### Sequential cells grouped by signal name, run 1

The bar under the picture is 20 um long. Other sequential cells in the stronger grey, the rest of the logic in the fainter grey.
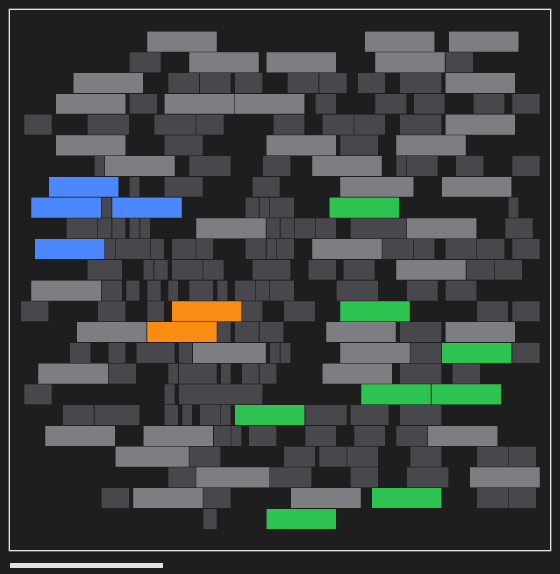
### Clock network drawn from the DEF, run 1

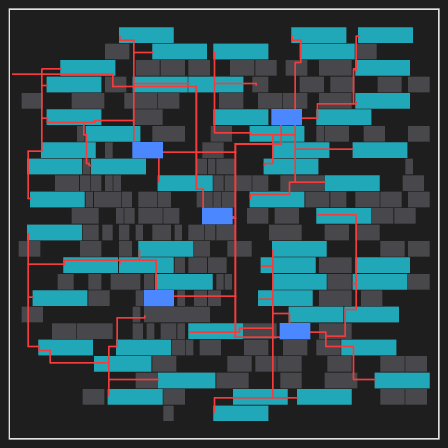
### Cells by drive strength, run 1

The bar under the picture is 20 um long.
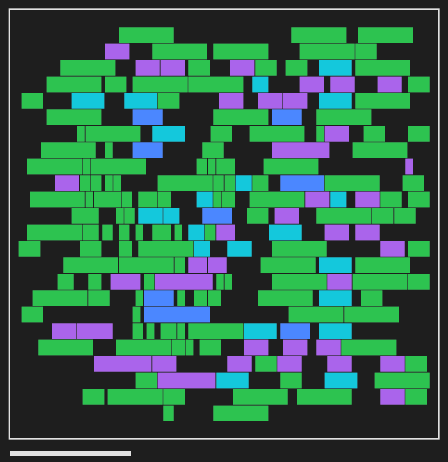
### Signal metal coverage by tile, run 1

14 x 14 tiles, from dark blue (low) to red (high), scaled to the fullest tile. Values are wire area over tile area, all layers added.
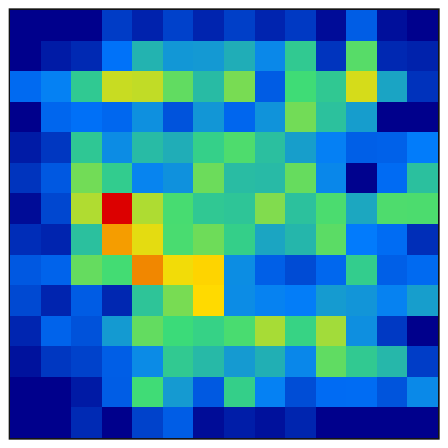
### config.mk
export PLATFORM = sky130hd
export DESIGN_NAME = spi_target_sync
export DESIGN_NICKNAME = d
export VERILOG_FILES = /design/src/rtl/spi_target_sync_pkg.sv /design/src/rtl/spi_sync_edge.sv /design/src/rtl/spi_target_sync.sv
export SDC_FILE = /design/constraint.sdc
export NUM_CORES = 1
export LEC_CHECK = 0
export CORE_UTILIZATION = 48
export CTS_BUF_LIST = sky130_fd_sc_hd__clkbuf_4 sky130_fd_sc_hd__clkbuf_8 sky130_fd_sc_hd__clkbuf_16
export CTS_CLUSTER_SIZE = 12
export DETAILED_ROUTE_END_ITERATION = 7
export PLACE_DENSITY_LB_ADDON = 0.08
export SLEW_MARGIN = 20
export SYNTH_ARGS = -nofsm -noshare
export SYNTH_HDL_FRONTEND = slang
export SYNTH_SLANG_ARGS = --single-unit
### constraint.sdc
create_clock -name clk -period 1.96 [get_ports clk]
set_input_delay 0.196 -clock clk [delete_from_list [all_inputs] [get_ports clk]]
set_output_delay 0.196 -clock clk [all_outputs]
set_load 0.005 [all_outputs]
### src/rtl/spi_target_sync_pkg.sv
// Shared definitions for the clk-domain SPI target: FSM encodings and SPI mode constants.
package spi_target_sync_pkg;

  typedef enum logic [1:0] {
    ST_IDLE  = 2'd0,
    ST_SHIFT = 2'd1,
    ST_DONE  = 2'd2
  } state_t;

  localparam logic CKP_IDLE_LOW  = 1'b0;
  localparam logic CKP_IDLE_HIGH = 1'b1;
  localparam logic CPH_LEADING   = 1'b0;
  localparam logic CPH_TRAILING  = 1'b1;

endpackage

### src/rtl/spi_sync_edge.sv
// Two-flop synchronizer followed by one edge-detect register; level is the synchronized value.
module spi_sync_edge #(
  parameter logic RST_VAL = 1'b0
) (
  input  logic clk,
  input  logic reset,
  input  logic din,
  output logic level,
  output logic rise,
  output logic fall
);

  logic s1, s2, s3;

  always_ff @(posedge clk or posedge reset) begin
    if (reset) begin
      s1 <= RST_VAL;
      s2 <= RST_VAL;
      s3 <= RST_VAL;
    end else begin
      s1 <= din;
      s2 <= s1;
      s3 <= s2;
    end
  end

  assign level = s2;
  assign rise  = s2 & ~s3;
  assign fall  = ~s2 & s3;

endmodule

### src/rtl/spi_target_sync.sv
// SPI target running on the system clock: oversamples SCK/SS/MOSI, decodes CKP/CPH,
// deserializes MOSI into rx_data and serializes the transmit hold register onto MISO.
module spi_target_sync
  import spi_target_sync_pkg::*;
#(
  parameter int                DATA_W  = 8,
  parameter logic [DATA_W-1:0] IDLE_TX = '0
) (
  input  logic              clk,
  input  logic              reset,
  input  logic              SCK,
  input  logic              SS,
  input  logic              MOSI,
  input  logic              CKP,
  input  logic              CPH,
  output logic              MISO,
  input  logic [DATA_W-1:0] tx_data,
  input  logic              tx_load,
  output logic              tx_ready,
  output logic [DATA_W-1:0] rx_data,
  output logic              rx_valid,
  output logic              busy,
  output state_t            dbg_state
);

  localparam int CW = $clog2(DATA_W + 1);
  localparam logic [CW-1:0] CNT_LAST = CW'(DATA_W - 1);

  logic sck_level_unused, sck_rise, sck_fall;
  logic ss_level, ss_rise_s, ss_fall_s;
  logic mosi_level, mosi_rise_unused, mosi_fall_unused;

  spi_sync_edge #(.RST_VAL(1'b0)) u_sync_sck (
    .clk(clk), .reset(reset), .din(SCK),
    .level(sck_level_unused), .rise(sck_rise), .fall(sck_fall)
  );

  // SS idles high, so it resets high to avoid a false select right after reset.
  spi_sync_edge #(.RST_VAL(1'b1)) u_sync_ss (
    .clk(clk), .reset(reset), .din(SS),
    .level(ss_level), .rise(ss_rise_s), .fall(ss_fall_s)
  );

  spi_sync_edge #(.RST_VAL(1'b0)) u_sync_mosi (
    .clk(clk), .reset(reset), .din(MOSI),
    .level(mosi_level), .rise(mosi_rise_unused), .fall(mosi_fall_unused)
  );

  state_t            state;
  logic              ckp_r, cph_r;
  logic [DATA_W-1:0] hold, hold_eff;
  logic [DATA_W-1:0] shift_tx, shift_rx;
  logic [CW-1:0]     bit_cnt;
  logic              loaded_mid;
  logic              lead_edge, trail_edge, sample_edge, shift_edge;

  assign lead_edge   = (ckp_r == CKP_IDLE_HIGH) ? sck_fall : sck_rise;
  assign trail_edge  = (ckp_r == CKP_IDLE_HIGH) ? sck_rise : sck_fall;
  assign sample_edge = (cph_r == CPH_LEADING) ? lead_edge : trail_edge;
  assign shift_edge  = (cph_r == CPH_LEADING) ? trail_edge : lead_edge;

  // tx_load/tx_ready: a tx_load strobe always writes the hold register and drops tx_ready;
  // tx_ready rises again once a word built from that value has completed. A strobe in the
  // cycle a word starts is written through into that word.
  always_comb begin
    hold_eff = hold;
    if (tx_load) hold_eff = tx_data;
  end

  always_ff @(posedge clk or posedge reset) begin
    if (reset) begin
      state      <= ST_IDLE;
      MISO       <= 1'b0;
      rx_data    <= '0;
      rx_valid   <= 1'b0;
      busy       <= 1'b0;
      tx_ready   <= 1'b1;
      hold       <= IDLE_TX;
      shift_tx   <= '0;
      shift_rx   <= '0;
      bit_cnt    <= '0;
      ckp_r      <= CKP_IDLE_LOW;
      cph_r      <= CPH_LEADING;
      loaded_mid <= 1'b0;
    end else begin
      rx_valid <= 1'b0;
      busy     <= ~ss_level;
      case (state)
        ST_IDLE: begin
          ckp_r   <= CKP;
          cph_r   <= CPH;
          bit_cnt <= '0;
          MISO    <= 1'b0;
          if (ss_fall_s) begin
            state      <= ST_SHIFT;
            shift_tx   <= hold_eff;
            tx_ready   <= 1'b0;
            loaded_mid <= 1'b0;
            MISO       <= (CPH == CPH_LEADING) ? hold_eff[DATA_W-1] : 1'b0;
          end
        end
        ST_SHIFT: begin
          if (ss_rise_s) begin
            state   <= ST_IDLE;
            bit_cnt <= '0;
            MISO    <= 1'b0;
          end else begin
            if (tx_load) loaded_mid <= 1'b1;
            if (sample_edge) begin
              shift_rx <= {shift_rx[DATA_W-2:0], mosi_level};
              bit_cnt  <= bit_cnt + 1'b1;
              if (bit_cnt == CNT_LAST) state <= ST_DONE;
            end else if (shift_edge) begin
              // CPH=0 already shows the MSB at select; its trailing edge after the
              // final sample (bit_cnt back at 0) belongs to the finished word.
              if (cph_r == CPH_TRAILING) begin
                MISO     <= shift_tx[DATA_W-1];
                shift_tx <= {shift_tx[DATA_W-2:0], 1'b0};
              end else if (bit_cnt != '0) begin
                MISO     <= shift_tx[DATA_W-2];
                shift_tx <= {shift_tx[DATA_W-2:0], 1'b0};
              end
            end
          end
        end
        ST_DONE: begin
          bit_cnt    <= '0;
          loaded_mid <= 1'b0;
          if (ss_rise_s) begin
            state <= ST_IDLE;
            MISO  <= 1'b0;
          end else begin
            rx_data  <= shift_rx;
            rx_valid <= 1'b1;
            shift_tx <= hold_eff;
            tx_ready <= ~loaded_mid;
            if (!ss_level) begin
              state <= ST_SHIFT;
              MISO  <= (cph_r == CPH_LEADING) ? hold_eff[DATA_W-1] : 1'b0;
            end else begin
              state <= ST_IDLE;
              MISO  <= 1'b0;
            end
          end
        end
        default: begin
          state <= ST_IDLE;
          MISO  <= 1'b0;
        end
      endcase
      if (tx_load) begin
        hold     <= tx_data;
        tx_ready <= 1'b0;
      end
    end
  end

  assign dbg_state = state;

endmodule
==> run summary, run 1 <==
Hold Path Class - primary input to asynchronous set/reset pin
CTS max path bufs - 2
cell taking the most area after synthesis - dfrtp_1
final worst-path cycle share - 91.5%
#MultiIn Comb - 97
Ys Warns - 0
largest net degree at the start of global routing - 35
Final Max Slew Viols - 0
Synth top area share - 54.0%
clock sinks - 53
initial antenna violation count - 0
Critical Path RT - 2.15 ns
count of non-CTS buffers in the layout - 36
Basic Gates by Area - 7.82%
vias per std cell - 5.29
clk_skew - 0.00636 ns
status - finished clean
Net Sw Frac - 24.7%
synth top area cells - dfrtp_1 (54%), mux2_2 (14%), mux2_4 (7.9%)
peak supply drop - 485 uV
Root Driver - clkbuf_8
syn avg cell area - 14.0 um2
internal power - 0.00215 W
main flop type - dfrtp_1
GR Layer Usage met1 - 23.5%
global-route wire length before repair - 6.85 mm
R2R depth - 4
logic gate fraction of the total cell area - 31.6%
Synth mux share - 23.8%
CTS Hold Buffers Added - 0
First-pass DRT Iterations - 6
startpoint types - flip-flop
WL met2 - 1.80 mm
Power Dens Cells - 1030 mW/mm2
Biggest Area Class - registers
GP Congestion - 0.823
DR top layer - met4
EDFF count, synth - 0
Leakage Power - 1.26 nW
Stages on worst setup path - 4
ys flops - 53
Die ar. - 0.00501 mm2
row count - 24
TAP cells - 52
detailed placement HPWL - 2.69 mm
slew margin rel. - 70.5%
Critical Path Sink Type - flip-flop
share of flip-flops with an asynchronous set or reset - 100%
Worst Tran Pin Value - 0.442 ns
Adder Area Share - 1.10%
non-clk buf share - 12.8%
Post-Syn Area - 0.00227 mm2
Placed Area - 0.00265 mm2
aoi share - 5.18%
Final ANT Viol Nets - 0
most frequent logic cell in the layout - dfrtp_1
Max FO, Critical Path - 13
Synth top cell by count - dfrtp_1
Num CTS Buffers - 5
grt met3 use - 5.70%
endpoints failing setup - 0
worst setup path startpoint - u_sync_ss.s3
Clock-cell share - 4.33%
endpoints failing hold - 0
vias in the first global route - 1419
post-layout min period - 1.79 ns
Seq share, synth - 58.6%
Synth Area in XOR/XNOR - 0.716%
DRC Markers - 0
cell count in the Yosys report - 162
port buffer count - 29
combinational gate area - 877 um2
io pins - 30
Back to the opening pictures, 'Sequential cells grouped by signal name':
- blue: bit_cnt (flops 4)
- orange: dbg_state (flops 2)
- green: shift_tx (flops 8)
Sequential Area: 0.00133 mm2
fraction of area in registers: 48.0%
Seq. pwr: 0.00142 W
final core area utilization: 62.4%

Back to the opening pictures, 'Clock network drawn from the DEF':
- cyan: flip-flops (count 53)
- blue: cells driving clock nets (count 5)
- red: clock wires (length 569 um)
- flops lie: all over the die
- routed clock nets: 6
Clk pwr share: 26.6%
Clock Power: 0.000759 W
later-pin clock latency in the skew report: 0.30 ns

Back to the opening pictures, 'Cells by drive strength':
- green: drive 1 or less (cells 132; most used dfrtp_1)
- blue: drive 6 and up (cells 8; most used clkbuf_8)
- purple: drive 2 (cells 39; most used mux2_2)
- cyan: drive 3 to 4 (cells 21; most used mux2_4)

Back to the opening pictures, 'Signal metal coverage by tile':
- mean over tiles: 0.12
- fullest tile: 0.40
- tiles over half the peak: 19%
- emptiest ninth of the die: south-west
wire length per cell: 14.9 um
via count: 1333
WL final: 3.77 mm
GRT Util Overall: 17.6%

==> run 2: changes to the inputs <==
CAP_MARGIN = 20   (was default)
CORE_UTILIZATION = 33   (was 48)
CTS_CLUSTER_SIZE = 8   (was 12)
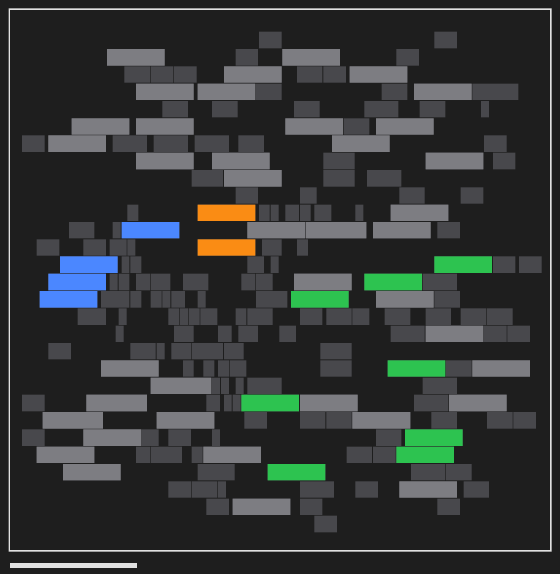
*Sequential cells grouped by signal name, run 2*
The bar under the picture is 20 um long. Other sequential cells in the stronger grey, the rest of the logic in the fainter grey.
- blue: bit_cnt (flops 4; where west)
- orange: dbg_state (flops 2)
- green: shift_tx (flops 8)
- not coloured: 39
fraction of area in registers: 47.8%
final core area utilization: 42.9%

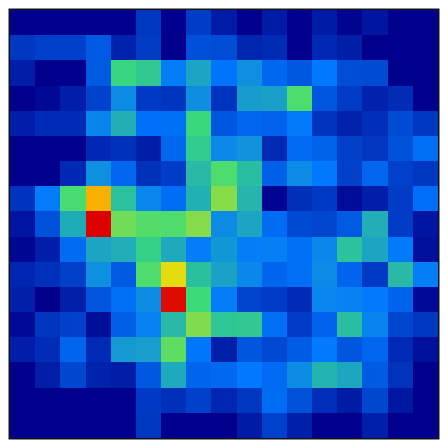
*Signal metal coverage by tile, run 2*
17 x 17 tiles, from dark blue (low) to red (high), scaled to the fullest tile. Values are wire area over tile area, all layers added.
via count: 1365
WL final: 3.87 mm

==> run 2 against run 1 <==
  * The run now ends with design-rule violations left
  * Synthesized area unchanged
  * Total power decreased by 3.2%
  * Sequential power about the same
  * Clock power down 12%
  * Die size is 44% higher
  * Wire length is 2.7% higher
  * Non-clock buffer count did not move
  * Synthesized cell count unchanged
  * Cell area is 0.45% higher
  * Clock skew increased by 0.0032 ns
  * Critical path depth did not move
  * Sequential cell count stayed put
  * Critical path type unchanged
==> run summary, run 2 <==
clock sinks - 53 (unchanged)
port buffer count - 29 (unchanged)
most frequent logic cell in the layout - dfrtp_1 (unchanged)
Adder Area Share - 1.10% (unchanged)
Final Max Slew Viols - 0 (unchanged)
Biggest Area Class - registers (unchanged)
Critical Path RT - 2.15 ns (about the same)
Root Driver - clkbuf_8 (unchanged)
status - complete, but fails checks (was finished clean)
post-layout min period - 1.80 ns (was 1.79 ns)
later-pin clock latency in the skew report - 0.30 ns (about the same)
Clk pwr share - 24.2% (was 26.6%)
syn avg cell area - 14.0 um2 (unchanged)
GRT Util Overall - 12.0% (was 17.6%)
First-pass DRT Iterations - 6 (unchanged)
Power Dens Cells - 991 mW/mm2 (was 1030 mW/mm2)
DR top layer - met4 (unchanged)
endpoints failing setup - 0 (unchanged)
initial antenna violation count - 0 (unchanged)
count of non-CTS buffers in the layout - 36 (unchanged)
internal power - 0.00204 W (was 0.00215 W)
startpoint types - flip-flop (unchanged)
WL met2 - 1.77 mm (was 1.80 mm)
clk_skew - 0.00952 ns (was 0.00636 ns)
Hold Path Class - primary input to asynchronous set/reset pin (unchanged)
Synth top cell by count - dfrtp_1 (unchanged)
vias in the first global route - 1428 (was 1419)
Die ar. - 0.00722 mm2 (was 0.00501 mm2)
Synth Area in XOR/XNOR - 0.716% (unchanged)
Basic Gates by Area - 7.82% (unchanged)
GR Layer Usage met1 - 15.5% (was 23.5%)
Post-Syn Area - 0.00227 mm2 (unchanged)
combinational gate area - 877 um2 (unchanged)
grt met3 use - 3.70% (was 5.70%)
ys flops - 53 (unchanged)
logic gate fraction of the total cell area - 31.5% (was 31.6%)
aoi share - 5.18% (unchanged)
DRC Markers - 1 (was 0)
EDFF count, synth - 0 (unchanged)
final worst-path cycle share - 91.9% (was 91.5%)
global-route wire length before repair - 6.79 mm (was 6.85 mm)
Ys Warns - 0 (unchanged)
row count - 29 (was 24)
peak supply drop - 361 uV (was 485 uV)
worst setup path startpoint - u_sync_ss.s3 (unchanged)
Clock-cell share - 3.64% (was 4.33%)
TAP cells - 77 (was 52)
share of flip-flops with an asynchronous set or reset - 100% (unchanged)
GP Congestion - 0.752 (was 0.823)
Clock Power - 0.000667 W (was 0.000759 W)
Net Sw Frac - 26.2% (was 24.7%)
largest net degree at the start of global routing - 54 (was 35)
vias per std cell - 4.93 (was 5.29)
failing checks - design-rule violations
Seq. pwr - 0.00142 W (about the same)
io pins - 30 (unchanged)
Sequential Area - 0.00133 mm2 (unchanged)
non-clk buf share - 12.8% (about the same)
#MultiIn Comb - 97 (unchanged)
cell taking the most area after synthesis - dfrtp_1 (unchanged)
Stages on worst setup path - 4 (unchanged)
detailed placement HPWL - 2.66 mm (was 2.69 mm)
Worst Tran Pin Value - 0.409 ns (was 0.442 ns)
No activity file was given, so power comes from the tool's default toggle rates.
